`config.mk`:
```
export PLATFORM = sky130hd
export DESIGN_NAME = fc_layer_sequencer_flat
export DESIGN_NICKNAME = d
export VERILOG_FILES = /design/src/rtl/fc_layer_sequencer_if.sv /design/src/rtl/fc_layer_sequencer.sv /design/src/flat_wrapper.sv
export SDC_FILE = /design/constraint.sdc
export NUM_CORES = 1
export LEC_CHECK = 0
export ABC_AREA = 0
export CAP_MARGIN = 20
export CORE_UTILIZATION = 40
export CTS_CLUSTER_SIZE = 12
export DETAILED_ROUTE_END_ITERATION = 7
export PLACE_DENSITY = 0.56
export SLEW_MARGIN = 5
export SYNTH_ARGS = -nofsm -noshare
export SYNTH_HDL_FRONTEND = slang
export SYNTH_SLANG_ARGS = --single-unit
```
`constraint.sdc`:
```
create_clock -name clk -period 19.9 [get_ports clk]
set_input_delay 3.98 -clock clk [delete_from_list [all_inputs] [get_ports clk]]
set_output_delay 3.98 -clock clk [all_outputs]
set_load 0.1 [all_outputs]
```
`src/rtl/fc_layer_sequencer_if.sv`:
```
// Handshake and memory-port bundle between the FC layer sequencer and its
// activation buffer, weight/bias ROMs and result consumer.
interface fc_layer_sequencer_if #(
  parameter int N_IN  = 16,
  parameter int N_OUT = 10,
  parameter int DW    = 16
);
  localparam int XW  = $clog2(N_IN);
  localparam int WAW = $clog2(N_IN * N_OUT);

  logic                  start;
  logic                  busy;
  logic [XW-1:0]         x_addr;
  logic [WAW-1:0]        w_addr;
  logic [3:0]            b_addr;
  logic signed [DW-1:0]  x_data;
  logic signed [DW-1:0]  w_data;
  logic signed [DW-1:0]  b_data;
  logic                  out_valid;
  logic [3:0]            out_idx;
  logic signed [DW-1:0]  out_data;
  logic                  done;
  logic [3:0]            class_idx;

  modport master (
    output start, x_data, w_data, b_data,
    input  busy, x_addr, w_addr, b_addr, out_valid, out_idx, out_data, done, class_idx
  );

  modport slave (
    input  start, x_data, w_data, b_data,
    output busy, x_addr, w_addr, b_addr, out_valid, out_idx, out_data, done, class_idx
  );
endinterface

```
`src/rtl/fc_layer_sequencer.sv`:
```
// Sequences one signed MAC over N_IN activations for each of N_OUT neurons,
// emits saturated Q8.8 results and the arg-max class at the end of a pass.
module fc_layer_sequencer #(
  parameter int N_IN  = 16,
  parameter int N_OUT = 10,
  parameter int DW    = 16,
  parameter int ACC_W = 40
) (
  input  logic                  clk,
  input  logic                  rst,
  fc_layer_sequencer_if.slave   bus
);
  localparam int XW  = $clog2(N_IN);
  localparam int WAW = $clog2(N_IN * N_OUT);
  localparam logic signed [ACC_W-1:0] SAT_MAX = {{(ACC_W-DW+1){1'b0}}, {(DW-1){1'b1}}};
  localparam logic signed [ACC_W-1:0] SAT_MIN = {{(ACC_W-DW+1){1'b1}}, {(DW-1){1'b0}}};

  typedef enum logic [2:0] {IDLE, CLR, MAC, OUT, DONE} state_t;

  state_t                 state, state_nxt;
  logic [3:0]             n;
  logic [XW-1:0]          k;
  logic signed [ACC_W-1:0] acc;
  logic signed [DW-1:0]   best;
  logic [3:0]             best_idx;

  logic [XW-1:0]          x_addr_r;
  logic [WAW-1:0]         w_addr_r;
  logic [3:0]             b_addr_r;
  logic                   out_valid_r, done_r;
  logic [3:0]             out_idx_r, class_idx_r;
  logic signed [DW-1:0]   out_data_r;

  logic signed [2*DW-1:0]  prod;
  logic signed [ACC_W-1:0] acc_sum, bias_ext, sum_b, res_full;
  logic signed [DW-1:0]    res;
  logic                    last_k, last_n;

  assign prod     = bus.x_data * bus.w_data;
  assign acc_sum  = acc + ACC_W'(prod);
  assign bias_ext = ACC_W'(bus.b_data);
  assign sum_b    = acc_sum + (bias_ext <<< 8);
  assign res_full = sum_b >>> 8;
  assign last_k   = (k == XW'(N_IN - 1));
  assign last_n   = (n == 4'(N_OUT - 1));

  always_comb begin
    res = res_full[DW-1:0];
    if (res_full > SAT_MAX)      res = SAT_MAX[DW-1:0];
    else if (res_full < SAT_MIN) res = SAT_MIN[DW-1:0];
  end

  always_comb begin
    state_nxt = state;
    case (state)
      IDLE: if (bus.start) state_nxt = CLR;
      CLR:  state_nxt = MAC;
      MAC:  if (last_k) state_nxt = OUT;
      OUT:  state_nxt = last_n ? DONE : CLR;
      DONE: state_nxt = IDLE;
      default: state_nxt = IDLE;
    endcase
  end

  // The result is registered on the edge that closes the last MAC so that
  // out_valid is already high during the OUT cycle.
  always_ff @(posedge clk) begin
    if (rst) begin
      state       <= IDLE;
      n           <= '0;
      k           <= '0;
      acc         <= '0;
      best        <= '0;
      best_idx    <= '0;
      x_addr_r    <= '0;
      w_addr_r    <= '0;
      b_addr_r    <= '0;
      out_valid_r <= 1'b0;
      done_r      <= 1'b0;
      out_idx_r   <= '0;
      out_data_r  <= '0;
      class_idx_r <= '0;
    end else begin
      state       <= state_nxt;
      out_valid_r <= 1'b0;
      done_r      <= 1'b0;
      case (state)
        IDLE: if (bus.start) begin
          n        <= '0;
          x_addr_r <= '0;
          w_addr_r <= '0;
          b_addr_r <= '0;
        end
        CLR: begin
          acc      <= '0;
          k        <= '0;
          x_addr_r <= XW'(1);
          w_addr_r <= w_addr_r + WAW'(1);
        end
        MAC: begin
          acc <= acc_sum;
          if (!last_k) k <= k + XW'(1);
          if (x_addr_r != XW'(N_IN - 1)) begin
            x_addr_r <= x_addr_r + XW'(1);
            w_addr_r <= w_addr_r + WAW'(1);
          end
          if (last_k) begin
            out_data_r  <= res;
            out_idx_r   <= n;
            out_valid_r <= 1'b1;
            if (n == '0 || res > best) begin
              best     <= res;
              best_idx <= n;
            end
          end
        end
        OUT: begin
          if (!last_n) begin
            n        <= n + 4'd1;
            x_addr_r <= '0;
            w_addr_r <= w_addr_r + WAW'(1);
            b_addr_r <= n + 4'd1;
          end else begin
            done_r      <= 1'b1;
            class_idx_r <= best_idx;
          end
        end
        default: ;
      endcase
    end
  end

  assign bus.busy      = (state != IDLE);
  assign bus.x_addr    = x_addr_r;
  assign bus.w_addr    = w_addr_r;
  assign bus.b_addr    = b_addr_r;
  assign bus.out_valid = out_valid_r;
  assign bus.out_idx   = out_idx_r;
  assign bus.out_data  = out_data_r;
  assign bus.done      = done_r;
  assign bus.class_idx = class_idx_r;
endmodule

```
`src/flat_wrapper.sv`:
```
// flat-port wrapper written by rule: the top's interface ports become plain ports
module fc_layer_sequencer_flat 
#(
  parameter int N_IN  = 16,
  parameter int N_OUT = 10,
  parameter int DW    = 16,
  parameter int ACC_W = 40
)
  (clk, rst, bus_start, bus_x_data, bus_w_data, bus_b_data, bus_busy, bus_x_addr, bus_w_addr, bus_b_addr, bus_out_valid, bus_out_idx, bus_out_data, bus_done, bus_class_idx);
  fc_layer_sequencer_if #(.N_IN(N_IN), .N_OUT(N_OUT), .DW(DW)) bus_i ();
  input  logic clk;
  input  logic rst;
  input wire logic [$bits(bus_i.start)-1:0] bus_start;
  input wire logic [$bits(bus_i.x_data)-1:0] bus_x_data;
  input wire logic [$bits(bus_i.w_data)-1:0] bus_w_data;
  input wire logic [$bits(bus_i.b_data)-1:0] bus_b_data;
  output wire logic [$bits(bus_i.busy)-1:0] bus_busy;
  output wire logic [$bits(bus_i.x_addr)-1:0] bus_x_addr;
  output wire logic [$bits(bus_i.w_addr)-1:0] bus_w_addr;
  output wire logic [$bits(bus_i.b_addr)-1:0] bus_b_addr;
  output wire logic [$bits(bus_i.out_valid)-1:0] bus_out_valid;
  output wire logic [$bits(bus_i.out_idx)-1:0] bus_out_idx;
  output wire logic [$bits(bus_i.out_data)-1:0] bus_out_data;
  output wire logic [$bits(bus_i.done)-1:0] bus_done;
  output wire logic [$bits(bus_i.class_idx)-1:0] bus_class_idx;
  assign bus_i.start = bus_start;
  assign bus_i.x_data = bus_x_data;
  assign bus_i.w_data = bus_w_data;
  assign bus_i.b_data = bus_b_data;
  assign bus_busy = bus_i.busy;
  assign bus_x_addr = bus_i.x_addr;
  assign bus_w_addr = bus_i.w_addr;
  assign bus_b_addr = bus_i.b_addr;
  assign bus_out_valid = bus_i.out_valid;
  assign bus_out_idx = bus_i.out_idx;
  assign bus_out_data = bus_i.out_data;
  assign bus_done = bus_i.done;
  assign bus_class_idx = bus_i.class_idx;
  fc_layer_sequencer #(.N_IN(N_IN), .N_OUT(N_OUT), .DW(DW), .ACC_W(ACC_W)) u_core (.clk(clk), .rst(rst), .bus(bus_i));
endmodule
```
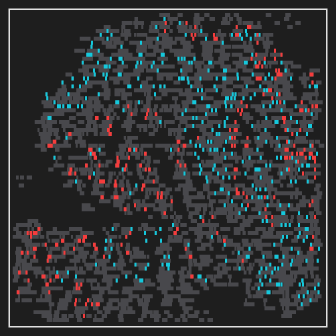
*Logic cells by family, run 1*
- inv cells: cyan (cells 393; most used inv_1; where spread over the die)
- nand cells: red (cells 240; most used nand2_1; where spread over the die)
filler-free cell count of the finished design: 2674
multi-input logic portion of the cell area: 71.8%

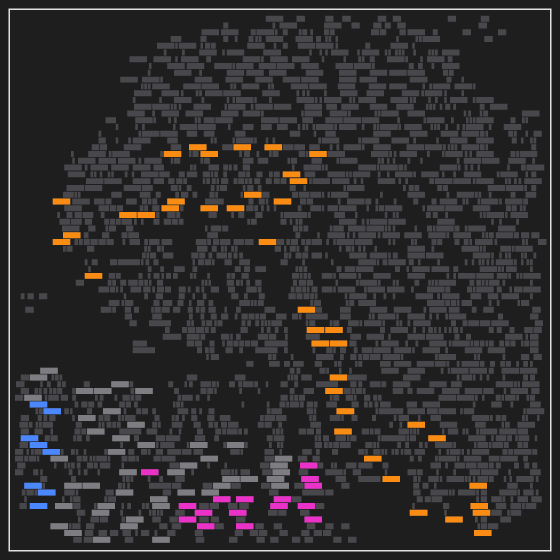
*Register map, names as in the netlist, run 1*
Other sequential cells in the stronger grey, the rest of the logic in the fainter grey.
- `u_core.bus.w_addr`: blue (sequential cells 8; where south-west)
- `u_core.bus.out_data`: magenta (sequential cells 16; where south)
- `u_core.acc`: orange (sequential cells 40; where spread over the die)
register cell area after layout: 0.00218 mm^2
sequential cell area share: 10.8%
Final Util: 44.6%

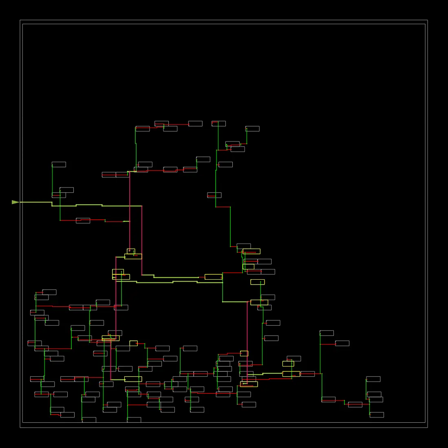
*Clock wiring as the flow saved it, run 1*
clock latency of the later-clocked register in the worst-skew pair: 0.38 ns
number of clock buffers inserted by TritonCTS: 9
clock tree sinks: 109
number of clock buffers in the layout: 9

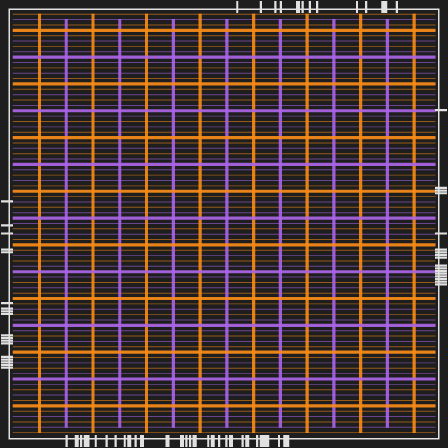
*PDN straps and rails, run 1*
Pins as bars on the die edge.
- VSS: orange
- VDD: purple
- met5 straps: 15
- met4 straps: 15
- met1 rails: 79
placeable core area: 0.0455 mm^2
vertical extent of the die: 217 um

==> notes.md, run 1 <==
Observations from the implementation run.

STA:
- In the post-route analysis, the smallest setup slack over all paths is between 3 and 4 ns.
- The run puts the slew at the pin with the worst max-slew slack at 0.982 ns.
- Setup repair after global routing left no endpoint under its margin.
- The run gives the setup TNS as 0 ns.
- The run puts the final worst hold slack at 0.463 ns.
- The run puts the count of pins over their slew limit at 0.
- The run gives the top achievable clock speed as 60.5 MHz.
- The run gives the worst clock skew as 0.0224 ns.

Worst setup path:
- The run gives the logic depth of the worst path, buffers included as 46.
- The timing report gives the worst reg2reg path a setup slack of just under 9 ns.
- In this run the worst setup path terminates at u_core.best[1]$_SDFFE_PP0P_.
- The run gives the classification of the worst setup path as in2reg.
- The run puts the endpoint required time on the critical path at between 20 and 25 ns.
- STA lists the endpoint of the worst register-to-register path as u_core.best[1]$_SDFFE_PP0P_.
- The script reports the combined buffer and inverter count of the critical path as 6.
- The run puts the maximum fanout encountered on the critical timing path at 21.
- The run puts the delay of the slowest cell on the worst path at 0.84 ns.
- The run gives the timing startpoint of the critical path as bus_x_data[15].

Placement:
- The run puts the instance area at placement at 0.0199 mm^2.
- The run puts the count of placed standard cells including taps at 2657.
- Once detailed placement completed, the half-perimeter wirelength came to 37400 um.
- The run gives the worst setup slack after placement as 3.09 ns.
- The placement summary gives the final routability congestion estimate as 0.836.

Detailed routing:
- The run gives the total via count in the routed design as 13665.
- The run puts the wire length on met1 at 20500 um.
- The routed design has 44300 um of wire.
- The run puts the total length of routed met3 wires at 1240 um.
- The run puts the total length of routed met2 wires at 21800 um.
- The run gives the via-per-instance ratio as approximately 5.
- The run puts the iteration tally of the first detailed-router pass at 7.
- The run puts the post-detailed-route count of antenna-violating nets at 0.
- The run gives the highest metal layer with signal wires as met4.

Yosys:
- After synthesis, the cell types taking the most area are sky130_fd_sc_hd__fa_1 36%, sky130_fd_sc_hd__dfxtp_1 12%, sky130_fd_sc_hd__ha_1 12%.
- The run puts the cell count listed in synth_stat.txt at 2022.
- After synthesis, the largest family of logic cells by area is adder cells.
- The run puts the Yosys chip area at 0.0185 mm^2.
- The run gives the area share of xor/xnor cells in the synthesized design as under 10%.
- The run puts the mapped cell area at 0.0185 mm^2.
- The run puts the count of unique library cells instantiated by Yosys at 76.
- The run puts the number of instances in the synthesized netlist at a little over 2000.
- The run gives the fraction of post-synthesis cell area in the top cell type by area as 35.8%.
- The run puts the mean cell area of the mapped netlist at ~9.1 um^2.
- Per the synthesis report, the dominant area consumer among library cells is sky130_fd_sc_hd__fa_1.
- The run gives the number of synthesized flops with an enable pin as 0.
- Yosys reported that registers with async set or reset make up 0%.
- Per Yosys stat, the portion of area used by sequential elements is 11.8%.
- After synthesis, the most frequently instantiated cells are 391 x sky130_fd_sc_hd__inv_1, 331 x sky130_fd_sc_hd__fa_1, 183 x sky130_fd_sc_hd__nand2_1, 170 x sky130_fd_sc_hd__ha_1.

Finish:
- The run gives the share of final-layout standard cells stronger than drive strength 1 as 2.70%.
- The run gives the number of multi-input combinational cells in the layout as 1454.
- The register with the most flip-flops in the layout has 40 of them.
- The run puts the number of nets in the finished design at approximately 2600.
- The run gives the antenna diode count as 1.
- The run puts the post-synthesis to final-layout area growth at 9.65%.
- The run puts the total of plain and repair buffers excluding clock buffers at 101.
- In the final layout, the fill cell count is 4503.
- The largest register by flop count is u_core.acc.
- The run gives the relative area of clock buffers and inverters in the final design as about 1.6%.
- The run puts the count of sequential standard cells at 109.
- By area, combinational gates come first.
- The run puts the layout inverter count without the clock tree at between 300 and 400.

Global routing:
- The run gives the met3 routing resource usage after global routing as around 2%.
- The run gives the largest net degree at the start of global routing as roughly 70.
- The run gives the total grt overflow as 0.
- The number of global-route vias before repair was 14483.
- The layer flagged by global routing as most heavily used is met2.
- The run puts the met2 track demand over resource in global routing at between 30% and 40%.
- The number of antenna violations at the first check in global routing is 0.

CTS:
- The run puts the worst-case clock buffer depth at 2.
- After clock tree synthesis, the setup repair step added 0 buffers.
- The run puts the clock transition at the registers of the reported paths at roughly 0.10 ns.
- The number of gates resized after CTS was 0.
- TritonCTS built the clock tree.

Floorplan:
- The run gives the tapcell count as 600.
- The floorplan step set the die width to roughly 220 um.

Status:
- The run finished with clean final reports.

Flow run:
- The run puts the number of warning messages in the logs at 31.
- In this run the maximum-capacitance check reported violations numbering 0.

Min path:
- The worst hold path terminates at u_core.best_idx[0]$_SDFFE_PP0P_.
- The type recorded for the worst min-delay path is reg2reg.
### M1 wires, run 1

Supply wires on this layer in grey.
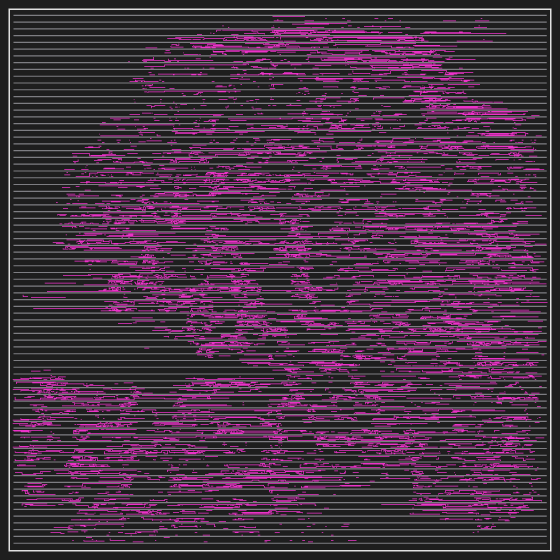

==> run 1 -> run 2 <==
--- a/config.mk
+++ b/config.mk
@@ -10,7 +10,7 @@
 export CORE_UTILIZATION = 40
 export CTS_CLUSTER_SIZE = 12
 export DETAILED_ROUTE_END_ITERATION = 7
-export PLACE_DENSITY = 0.56
+export PLACE_DENSITY = 0.58
 export SLEW_MARGIN = 5
 export SYNTH_ARGS = -nofsm -noshare
 export SYNTH_HDL_FRONTEND = slang
==> constraint.sdc (replaced) <==
create_clock -name clk -period 15.03 [get_ports clk]
set_input_delay 3.006 -clock clk [delete_from_list [all_inputs] [get_ports clk]]
set_output_delay 3.006 -clock clk [all_outputs]
set_load 0.1 [all_outputs]
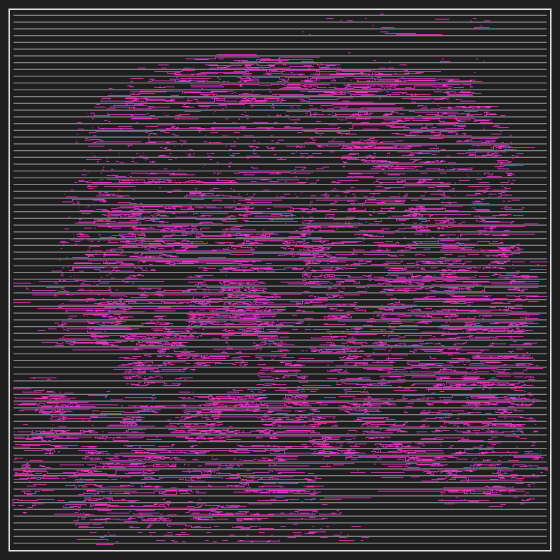
*M1 wires, run 2*
Supply wires on this layer in grey.
- nets with wire on the layer: 2440
- share of all routed wire: 45%
- longest straight run: 103 um
- wire length on this layer: 19900 um
met1 Use GR: 26.6%
routed via count: 13786
Routed WL: 44100 um

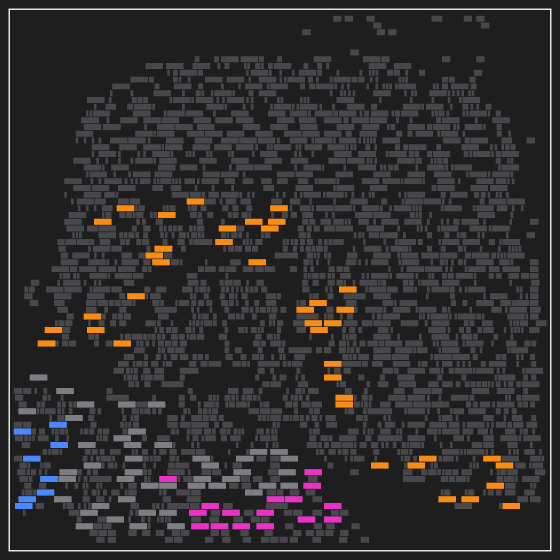
*Register map, names as in the netlist, run 2*
Other sequential cells in the stronger grey, the rest of the logic in the fainter grey.
- `u_core.bus.w_addr`: blue (sequential cells 8; where south-west)
- `u_core.bus.out_data`: magenta (sequential cells 16; where south)
- `u_core.acc`: orange (sequential cells 40)
- not coloured: 45
Final Util: 45.1%
sequential cell area share: 10.6%

==> notes.md, run 2 <==
Observations from the implementation run.

Status:
- The flow ran to the end, and the final reports show no timing, DRC or antenna violations.

Worst setup path:
- The run gives the top cell family by delay on the critical path as adder cells.
- The run puts the buffers plus inverters on the worst setup path at 7 (+1).
- In this run the worst setup path terminates at u_core.best[11]$_SDFFE_PP0P_.
- The run gives the delay of the slowest cell on the worst path as 0.75 ns (-0.09 ns).
- The run gives the register-to-register path setup slack as 4.56 ns (-4.16 ns).
- The run gives the maximum fanout encountered on the critical timing path as 17 (-19%).
- The setup path with the least slack is of type in2reg.
- OpenSTA lists the critical path startpoint as bus_x_data[3].
- The run gives the endpoint required time on the critical path as 15.35 ns (-4.86 ns).
- The run puts the data arrival time at the worst-slack endpoint at approximately 15 ns.
- The run gives the logic depth of the worst path, buffers included as 46 (unchanged).
- The capture point of the worst register-to-register path is recorded as u_core.best[11]$_SDFFE_PP0P_.

Floorplan:
- For this configuration, the core starts out at a cell density of 40.7%.
- The run gives the floorplan row count as about 78.
- The run puts the die width at 217 um (unchanged).
- The run puts the area of the die at approximately 0.047 mm^2.
- The run gives the height of the die as 217 um (unchanged).
- The run puts the number of primary I/O pins at 94.
- The tapcell count came to 600 (unchanged).
- The total core area came to 0.0455 mm^2 (unchanged).

Yosys:
- The run puts the register bit total from synthesis at 109.
- The mapped cell area is 0.0185 mm^2 (unchanged).
- Counting instances in the post-synthesis netlist gives the leading cell types as 391 x sky130_fd_sc_hd__inv_1, 331 x sky130_fd_sc_hd__fa_1, 183 x sky130_fd_sc_hd__nand2_1, 170 x sky130_fd_sc_hd__ha_1.
- The run puts the mean cell area of the mapped netlist at 9.15 um^2 (unchanged).
- The largest total area in the synthesized netlist belongs to sky130_fd_sc_hd__fa_1.
- The run gives the number of synthesized flops with an enable pin as 0 (unchanged).
- The synthesis report lists the most area-consuming cells as sky130_fd_sc_hd__fa_1 36%, sky130_fd_sc_hd__dfxtp_1 12%, sky130_fd_sc_hd__ha_1 12%.
- The run puts the area share of xor/xnor cells in the synthesized design at 3.55% (unchanged).
- The cell count listed in synth_stat.txt is 2022 (unchanged).
- The run puts the number of instances in the synthesized netlist at 2022 (unchanged).
- The run gives the adder-cell share of the synthesized area as a little under half.
- The Yosys chip area came to 0.0185 mm^2 (unchanged).
- The run gives the total nets after synthesis as 2574.
- The run gives the most popular library cell in the synthesized design by count as sky130_fd_sc_hd__inv_1.
- The fraction of post-synthesis cell area in the top cell type by area was 35.8% (unchanged).
- By area, the combinational part of the netlist is dominated by adder cells.
- The run puts the count of unique library cells instantiated by Yosys at 76 (unchanged).
- Yosys reports the multiplexer fraction of the synthesized area as 0.325%.
- The run puts the sequential share of the synthesized area at 11.8% (unchanged).
- The run puts the fraction of registers with async set/reset at 0% (unchanged).

STA:
- The run gives the top achievable clock speed as 69.3 MHz.
- Setup repair after global routing left no endpoint under its margin.
- The run gives the final setup violation count as 0.
- The run gives the relative slew slack as 33.6%.
- The setup TNS was 0 ns (unchanged).
- For reference, the final report shows the hold violation count at 0.
- The run puts the final worst hold slack at 0.465 ns (+0.00183 ns).
- The run gives the count of pins over their slew limit as 0 (unchanged).
- The run puts the slew at the pin with the worst max-slew slack at 0.993 ns (+0.0106 ns).
- The run gives the final critical-path setup slack as 0.609 ns (-2.76 ns).
- The worst clock skew came to 0.0223 ns (-0.000121 ns).
- The run puts the minimum clock period at 14.42 ns.
- The final critical path takes up 95.9% of the cycle.

Finish:
- The run gives the number of flip-flops under the largest register name as 40 (unchanged).
- The run puts the filler cell count in the final layout at 4520 (+0.38%).
- The run gives the relative area of clock buffers and inverters in the final design as 1.42% (-0.20 points).
- The run gives the antenna diode count as 0 (-1).
- The run puts the post-synthesis to final-layout area growth at 11.0%.
- The fraction of final cell area spent on non-clock buffers in this run is roughly 6.2%.
- The run puts the layout inverter count without the clock tree at 393 (unchanged).
- The run gives the multi-input combinational area share as 70.9% (-0.84 points).
- The number of clock buffers in the layout is 10 (+1).
- The register with the most flip-flops in the final layout is u_core.acc.
- Among logic cells in the layout, the one with the most instances is sky130_fd_sc_hd__inv_1.
- The run puts the cell area after layout at 0.0205 mm^2.
- Leaving out buffers and inverters, the combinational logic in the layout accounts for 0.0146 mm^2.
- The run gives the count of sequential standard cells as 109 (unchanged).
- The largest cell class by area is combinational gates.
- The number of multi-input combinational cells in the layout was 1454 (unchanged).
- The run gives the number of nets in the finished design as 2652 (+1.2%).
- The run gives the total of plain and repair buffers excluding clock buffers as 133 (+32%).
- The run puts the share of final-layout standard cells stronger than drive strength 1 at 4.28% (+1.6 points).
- The area used by sequential logic in the layout was 0.00218 mm^2 (unchanged).
- The run puts the number of standard cells in the final layout excluding fillers at 2705 (+1.2%).

Global routing:
- The run gives the most heavily used metal layer in global routing as met2.
- The number of global-route vias before repair was 14549 (+0.46%).
- The run gives the total grt overflow as 0 (unchanged).
- The run puts the met3 routing resource usage after global routing at 2.38% (+0.41 points).
- The run puts the met2 track demand over resource in global routing at 34.6% (+0.13 points).
- The run gives the number of antenna violations at the first check in global routing as 0 (unchanged).
- The largest net degree at the start of global routing was 70 (unchanged).
- The run puts the total routing usage reported by global routing at 19.9%.

Detailed routing:
- The run gives the routed wire length per instance as 16.3 um.
- The via-per-instance ratio is 5.10 (-0.27%).
- Signal routing reaches up to met4.
- The total length of routed met3 wires was 1230 um (-0.81%).
- The run gives the total length of routed met2 wires as 22300 um (+2.6%).
- The run puts the iteration tally of the first detailed-router pass at 5 (-2).
- The run gives the post-detailed-route count of antenna-violating nets as 0 (unchanged).
- The run puts the wire length on met1 at 19900 um (-2.8%).

CTS:
- The run gives the TritonCTS clock tree as built.
- The run puts the clock buffer count from CTS at 9 (unchanged).
- The run puts the clock latency on the worst-skew pair at 0.38 ns (about the same).
- The total clock sinks is 109 (unchanged).
- The run gives the clock transition at the registers of the reported paths as 0.08 ns (-0.02 ns).
- The run puts the number of buffers inserted for hold repair after clock tree synthesis at 0.
- The worst-case clock buffer depth is 2 (unchanged).
- The post-CTS repair timing setup buffer count came to 0 (unchanged).
- The run gives the total of cells resized after clock tree synthesis as 0 (unchanged).

Placement:
- Port buffering added 93 buffers.
- The run puts the placed wire-length estimate after detailed placement at 37500 um (+0.37%).
- The run puts the instance area at placement at 0.0202 mm^2 (+1.1%).
- The worst setup slack after placement came to -0.0163 ns (-3.10 ns).
- The run gives the count of placed standard cells including taps as 2686 (+1.1%).
- The run puts the final RePlAce weighted congestion at 0.868 (+3.8%).

Flow run:
- The run gives the count of maximum capacitance violations as 0 (unchanged).
- The run puts the number of warning messages in the logs at 31 (unchanged).

Min path:
- The run puts the count of cells along the worst hold path at 2.
- Hold analysis lists the worst path endpoint as u_core.bus.out_idx[1]$_SDFFE_PP0P_.
- The run gives the worst min-delay path category as reg2reg.
